run_1/placement.png
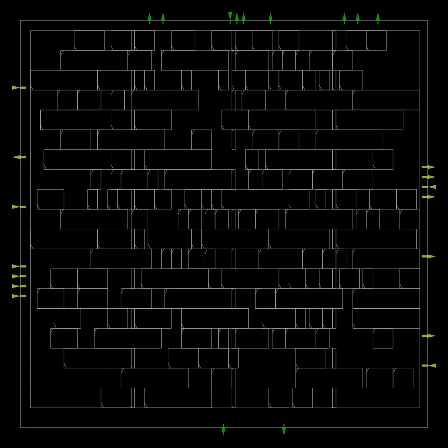
run_1/layer_met2.png
Scale bar: 20 um.
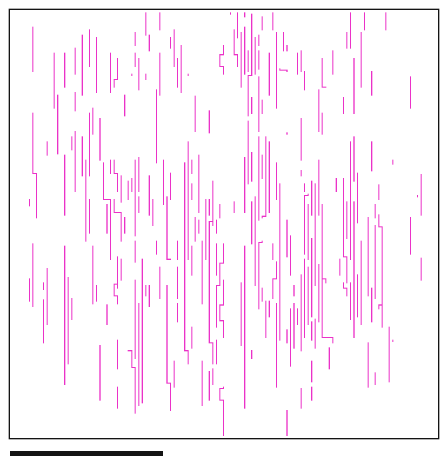
run_1/io_fan.png
Scale bar: 20 um.
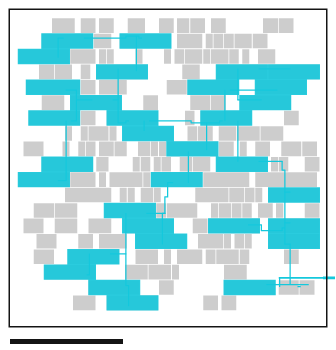
run_1/flops_by_reg.png
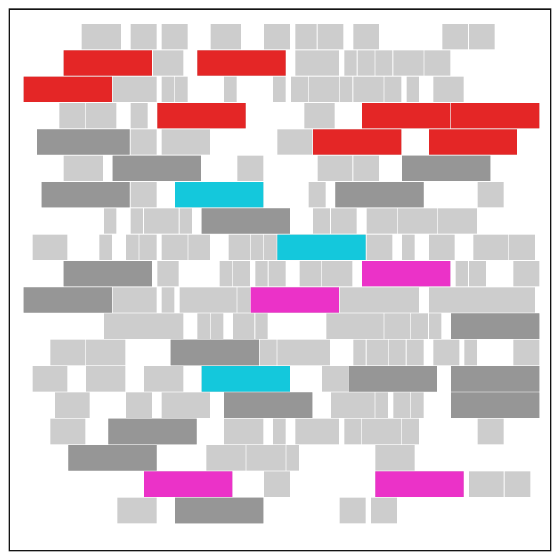
File: src/rtl/grey2bin_decoder.sv
// Serial Gray-to-binary decoder: one bit per clock, MSB first, with a step check
// against the previously delivered result and a saturating step-error counter.
module grey2bin_decoder #(
  parameter int WIDTH = 4
) (
  input  logic             clk,
  input  logic             rst_n,
  input  logic             in_valid,
  output logic             in_ready,
  input  logic [WIDTH-1:0] gray_in,
  output logic             out_valid,
  input  logic             out_ready,
  output logic [WIDTH-1:0] bin_out,
  output logic             step_err,
  output logic             step_dir,
  input  logic             hist_clr,
  output logic [7:0]       err_cnt
);

  localparam int IDXW = (WIDTH > 2) ? $clog2(WIDTH) : 1;

  typedef enum logic [1:0] {
    IDLE = 2'd0,
    CONV = 2'd1,
    DONE = 2'd2
  } state_t;

  state_t            state_r;
  state_t            state_s;
  logic [WIDTH-1:0]  gray_r;
  logic [WIDTH-1:0]  shift_r;
  logic [WIDTH-1:0]  bin_r;
  logic [WIDTH-1:0]  hist_r;
  logic [IDXW-1:0]   idx_r;
  logic              hist_valid_r;
  logic              in_ready_r;
  logic              out_valid_r;
  logic              step_err_r;
  logic              step_dir_r;
  logic [7:0]        err_cnt_r;

  logic              bit_s;
  logic [WIDTH-1:0]  resolved_s;
  logic [1:0]        flags_s;
  logic              last_s;
  logic              handshake_s;

  // Returns {step_err, step_dir}; modular difference makes wrap-around a legal step.
  function automatic logic [1:0] step_flags(input logic [WIDTH-1:0] cur,
                                            input logic [WIDTH-1:0] prev,
                                            input logic             valid);
    logic [WIDTH-1:0] diff;
    diff = cur - prev;
    if (!valid) begin
      step_flags = 2'b00;
    end else if (diff == {{(WIDTH-1){1'b0}}, 1'b1}) begin
      step_flags = 2'b01;
    end else if (diff == {WIDTH{1'b1}}) begin
      step_flags = 2'b00;
    end else begin
      step_flags = 2'b10;
    end
  endfunction

  // Current-bit resolution, handshake decode and step evaluation.
  always_comb begin
    bit_s       = shift_r[0] ^ gray_r[idx_r];
    resolved_s  = {shift_r[WIDTH-2:0], bit_s};
    last_s      = (idx_r == {IDXW{1'b0}});
    handshake_s = (state_r == DONE) && out_ready;
    flags_s     = step_flags(resolved_s, hist_r, hist_valid_r);
  end

  // Next-state logic.
  always_comb begin
    state_s = state_r;
    case (state_r)
      IDLE: begin
        if (in_valid) state_s = CONV;
        else          state_s = IDLE;
      end
      CONV: begin
        if (last_s) state_s = DONE;
        else        state_s = CONV;
      end
      DONE: begin
        if (out_ready) state_s = IDLE;
        else           state_s = DONE;
      end
      default: state_s = IDLE;
    endcase
  end

  // State register.
  always_ff @(posedge clk or negedge rst_n) begin
    if (!rst_n) state_r <= IDLE;
    else        state_r <= state_s;
  end

  // Conversion datapath and registered handshake/result outputs.
  always_ff @(posedge clk or negedge rst_n) begin
    if (!rst_n) begin
      in_ready_r  <= 1'b1;
      out_valid_r <= 1'b0;
      gray_r      <= {WIDTH{1'b0}};
      shift_r     <= {WIDTH{1'b0}};
      bin_r       <= {WIDTH{1'b0}};
      idx_r       <= {IDXW{1'b0}};
      step_err_r  <= 1'b0;
      step_dir_r  <= 1'b0;
    end else begin
      in_ready_r  <= (state_s == IDLE);
      out_valid_r <= (state_s == DONE);
      case (state_r)
        IDLE: begin
          if (in_valid) begin
            gray_r  <= gray_in;
            shift_r <= {WIDTH{1'b0}};
            idx_r   <= IDXW'(WIDTH - 1);
          end
        end
        CONV: begin
          // shift_r[0] carries bin[i+1]; it is zero for the MSB.
          shift_r <= resolved_s;
          if (last_s) begin
            bin_r      <= resolved_s;
            step_err_r <= flags_s[1];
            step_dir_r <= flags_s[0];
          end else begin
            idx_r <= idx_r - IDXW'(1);
          end
        end
        DONE: begin
          shift_r <= shift_r;
        end
        default: begin
          shift_r <= {WIDTH{1'b0}};
        end
      endcase
    end
  end

  // History and error counter; a history clear overrides a coincident handshake.
  always_ff @(posedge clk or negedge rst_n) begin
    if (!rst_n) begin
      hist_r       <= {WIDTH{1'b0}};
      hist_valid_r <= 1'b0;
      err_cnt_r    <= 8'd0;
    end else begin
      if (handshake_s) begin
        hist_r <= bin_r;
        if (step_err_r && (err_cnt_r != 8'hFF)) err_cnt_r <= err_cnt_r + 8'd1;
      end
      if (hist_clr)         hist_valid_r <= 1'b0;
      else if (handshake_s) hist_valid_r <= 1'b1;
    end
  end

  assign in_ready  = in_ready_r;
  assign out_valid = out_valid_r;
  assign bin_out   = bin_r;
  assign step_err  = step_err_r;
  assign step_dir  = step_dir_r;
  assign err_cnt   = err_cnt_r;

endmodule
File: config.mk
export PLATFORM = sky130hd
export DESIGN_NAME = grey2bin_decoder
export DESIGN_NICKNAME = d
export VERILOG_FILES = /design/src/rtl/grey2bin_decoder.sv
export SDC_FILE = /design/constraint.sdc
export NUM_CORES = 1
export LEC_CHECK = 0
export CAP_MARGIN = 15
export CORE_UTILIZATION = 52
export DETAILED_ROUTE_END_ITERATION = 8
export PLACE_DENSITY = 0.76
export SYNTH_ARGS = -nofsm -noshare
export SYNTH_HDL_FRONTEND = slang
export SYNTH_SLANG_ARGS = --single-unit
File: constraint.sdc
create_clock -name clk -period 2.7 [get_ports clk]
set_input_delay 0.81 -clock clk [delete_from_list [all_inputs] [get_ports clk]]
set_output_delay 0.81 -clock clk [all_outputs]
set_load 0.1 [all_outputs]
==> results.cfg, run 1 <==
; synthesis and place-and-route metrics
[outcome]
status = completed

[synthesis]
ys.flop_type = dfrtp_1
yosys_warnings = 0
synth-edff-count = 0
synthSimpleGateAreaFrac_pct = 13.9
postSynthSeqShare_pct = 53.3
netlist_area_sq_mm = 0.00151
top_cells_by_count = dfrtp_1 (31), mux2_2 (13), nand2_1 (12)

[sta]
maxSlewViolCount = 0
fmax_ghz = 0.394

[route]
met1_length_um = 1300
drc = 0
drt-pass1-iter-count = 4

[power]
power.density_mw_per_mm2 = 1180
top_power_group = combinational logic
seq_power_share_pct = 34.3
powerSeq_w = 0.000752

[clocking]
cts_resized = 0
cts.clk_slew.worst_paths_ns = 0.10

[grt]
grt_overflow = 0
grt_pass1_wl_um = 4540
track_usage_pct = 19.6

[setup_path]
cp-end-kind = register
critPathSlowestCell = mux4_2
path_class = register to register

[floorplanning]
die_area_sq_mm = 0.00311
die_width_um = 55.8

[finish]
logic_area_sq_um = 671
fin_cells = 194
## Picture notes: placement.png
Flops: 32
Layout Utilization: 67.4%
tapcells inserted: 31

## Picture notes: layer_met2.png
longest straight run: 24.5 um
nets with wire on the layer: 151

## Picture notes: io_fan.png
| colour | port | bits | direction | edge | end cells | wire |
|---|---|---|---|---|---|---|
| cyan | `rst_n` | 1 | input | right | 32 | 212 um |

## Picture notes: flops_by_reg.png
| colour | netlist name | sequential cells |
|---|---|---|
| magenta | `bin_out` | 4 |
| red | `err_cnt` | 8 |
| cyan | `shift_r` | 3 |
not coloured: 17

==> run 1 -> run 2 <==
CTS_CLUSTER_DIAMETER = 40   (was not set)
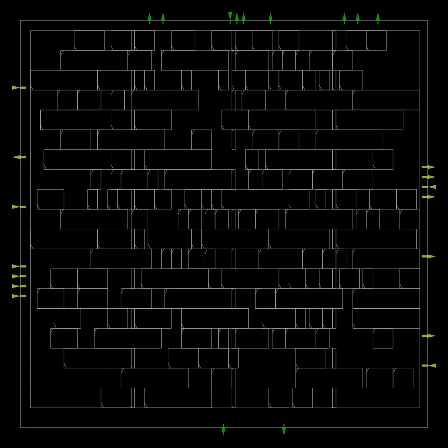
run_2/placement.png
Rows: 19
fill count: 209
Non-Filler Instances: 194
Placeable Area: 0.00276 sq mm

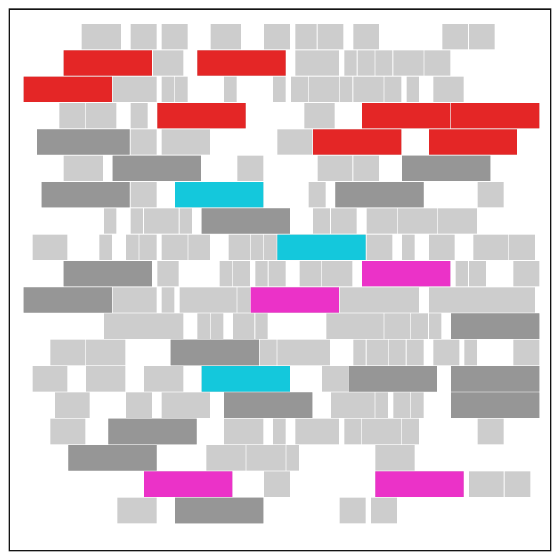
run_2/flops_by_reg.png
| colour | netlist name | sequential cells |
|---|---|---|
| cyan | `shift_r` | 3 |
| red | `err_cnt` | 8 |
| magenta | `bin_out` | 4 |

==> results.cfg, run 2 <==
; synthesis and place-and-route metrics
[finish]
flops = 32
final_util_pct = 67.4

[synthesis]
aoi_share_pct = 6.15
top_cells_by_count = dfrtp_1 (31), mux2_2 (13), nand2_1 (12)
netlist_area_sq_mm = 0.00151
yosys_warnings = 0
synth-area-yosys_sq_mm = 0.00151
ys.flop_type = dfrtp_1
synth-edff-count = 0
synthSimpleGateAreaFrac_pct = 13.9

[floorplanning]
die_area_sq_mm = 0.00311

[sta]
maxSlewViolCount = 0
fmax_ghz = 0.394

[outcome]
status = completed

[setup_path]
cp-end-kind = register
critPathSlowestCell = mux4_2

[power]
top_power_group = combinational logic
powerSeq_w = 0.000752
switching_share_pct = 42.3
seq_power_share_pct = 34.3

[grt]
track_usage_pct = 19.6
grt_overflow = 0

[route]
drc = 0
met1_length_um = 1300
drt-pass1-iter-count = 4

[clocking]
cts_resized = 0
==> run 2 -> run 3 <==
ABC_AREA = 1   (was not set)
MAX_ROUTING_LAYER = met4   (was not set)
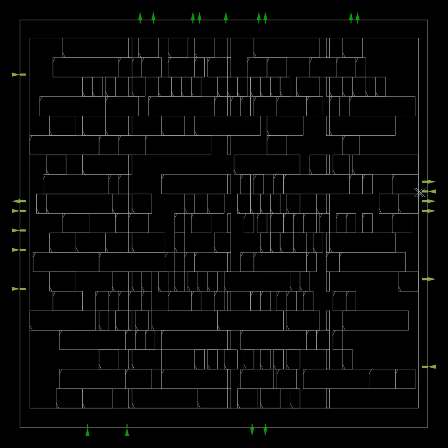
run_3/placement.png
Layout Utilization: 66.1%
Non-Filler Instances: 234

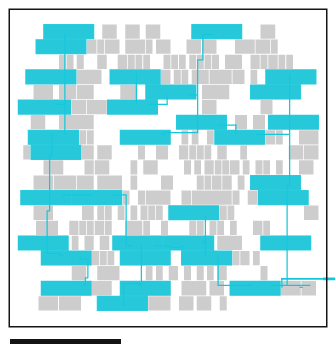
run_3/io_fan.png
Scale bar: 20 um.
| colour | port | bits | direction | edge | end cells | wire |
|---|---|---|---|---|---|---|
| cyan | `rst_n` | 1 | input | right | 32 | 216 um |

==> results.cfg, run 3 <==
; synthesis and place-and-route metrics
[synthesis]
ys.flop_type = dfrtp_1
aoi_share_pct = 7.81
netlist_area_sq_mm = 0.00157
synth-area-yosys_sq_mm = 0.00157
postSynthSeqShare_pct = 51.1
yosys_warnings = 0
synthSimpleGateAreaFrac_pct = 21.7

[floorplanning]
die_width_um = 56.9
n_tap_cell = 31
coreArea_sq_mm = 0.00281
die_area_sq_mm = 0.00324
rows = 19

[finish]
flops = 32

[setup_path]
critPathSlowestCell = dfrtp_1

[clocking]
cts.clk_slew.worst_paths_ns = 0.10
cts_resized = 0

[outcome]
failed_checks = DRC
status = complete, but fails checks

[power]
switching_share_pct = 48.2

[grt]
grt_overflow = 0

[route]
drc = 2

[sta]
fmax_ghz = 0.450
maxSlewViolCount = 0
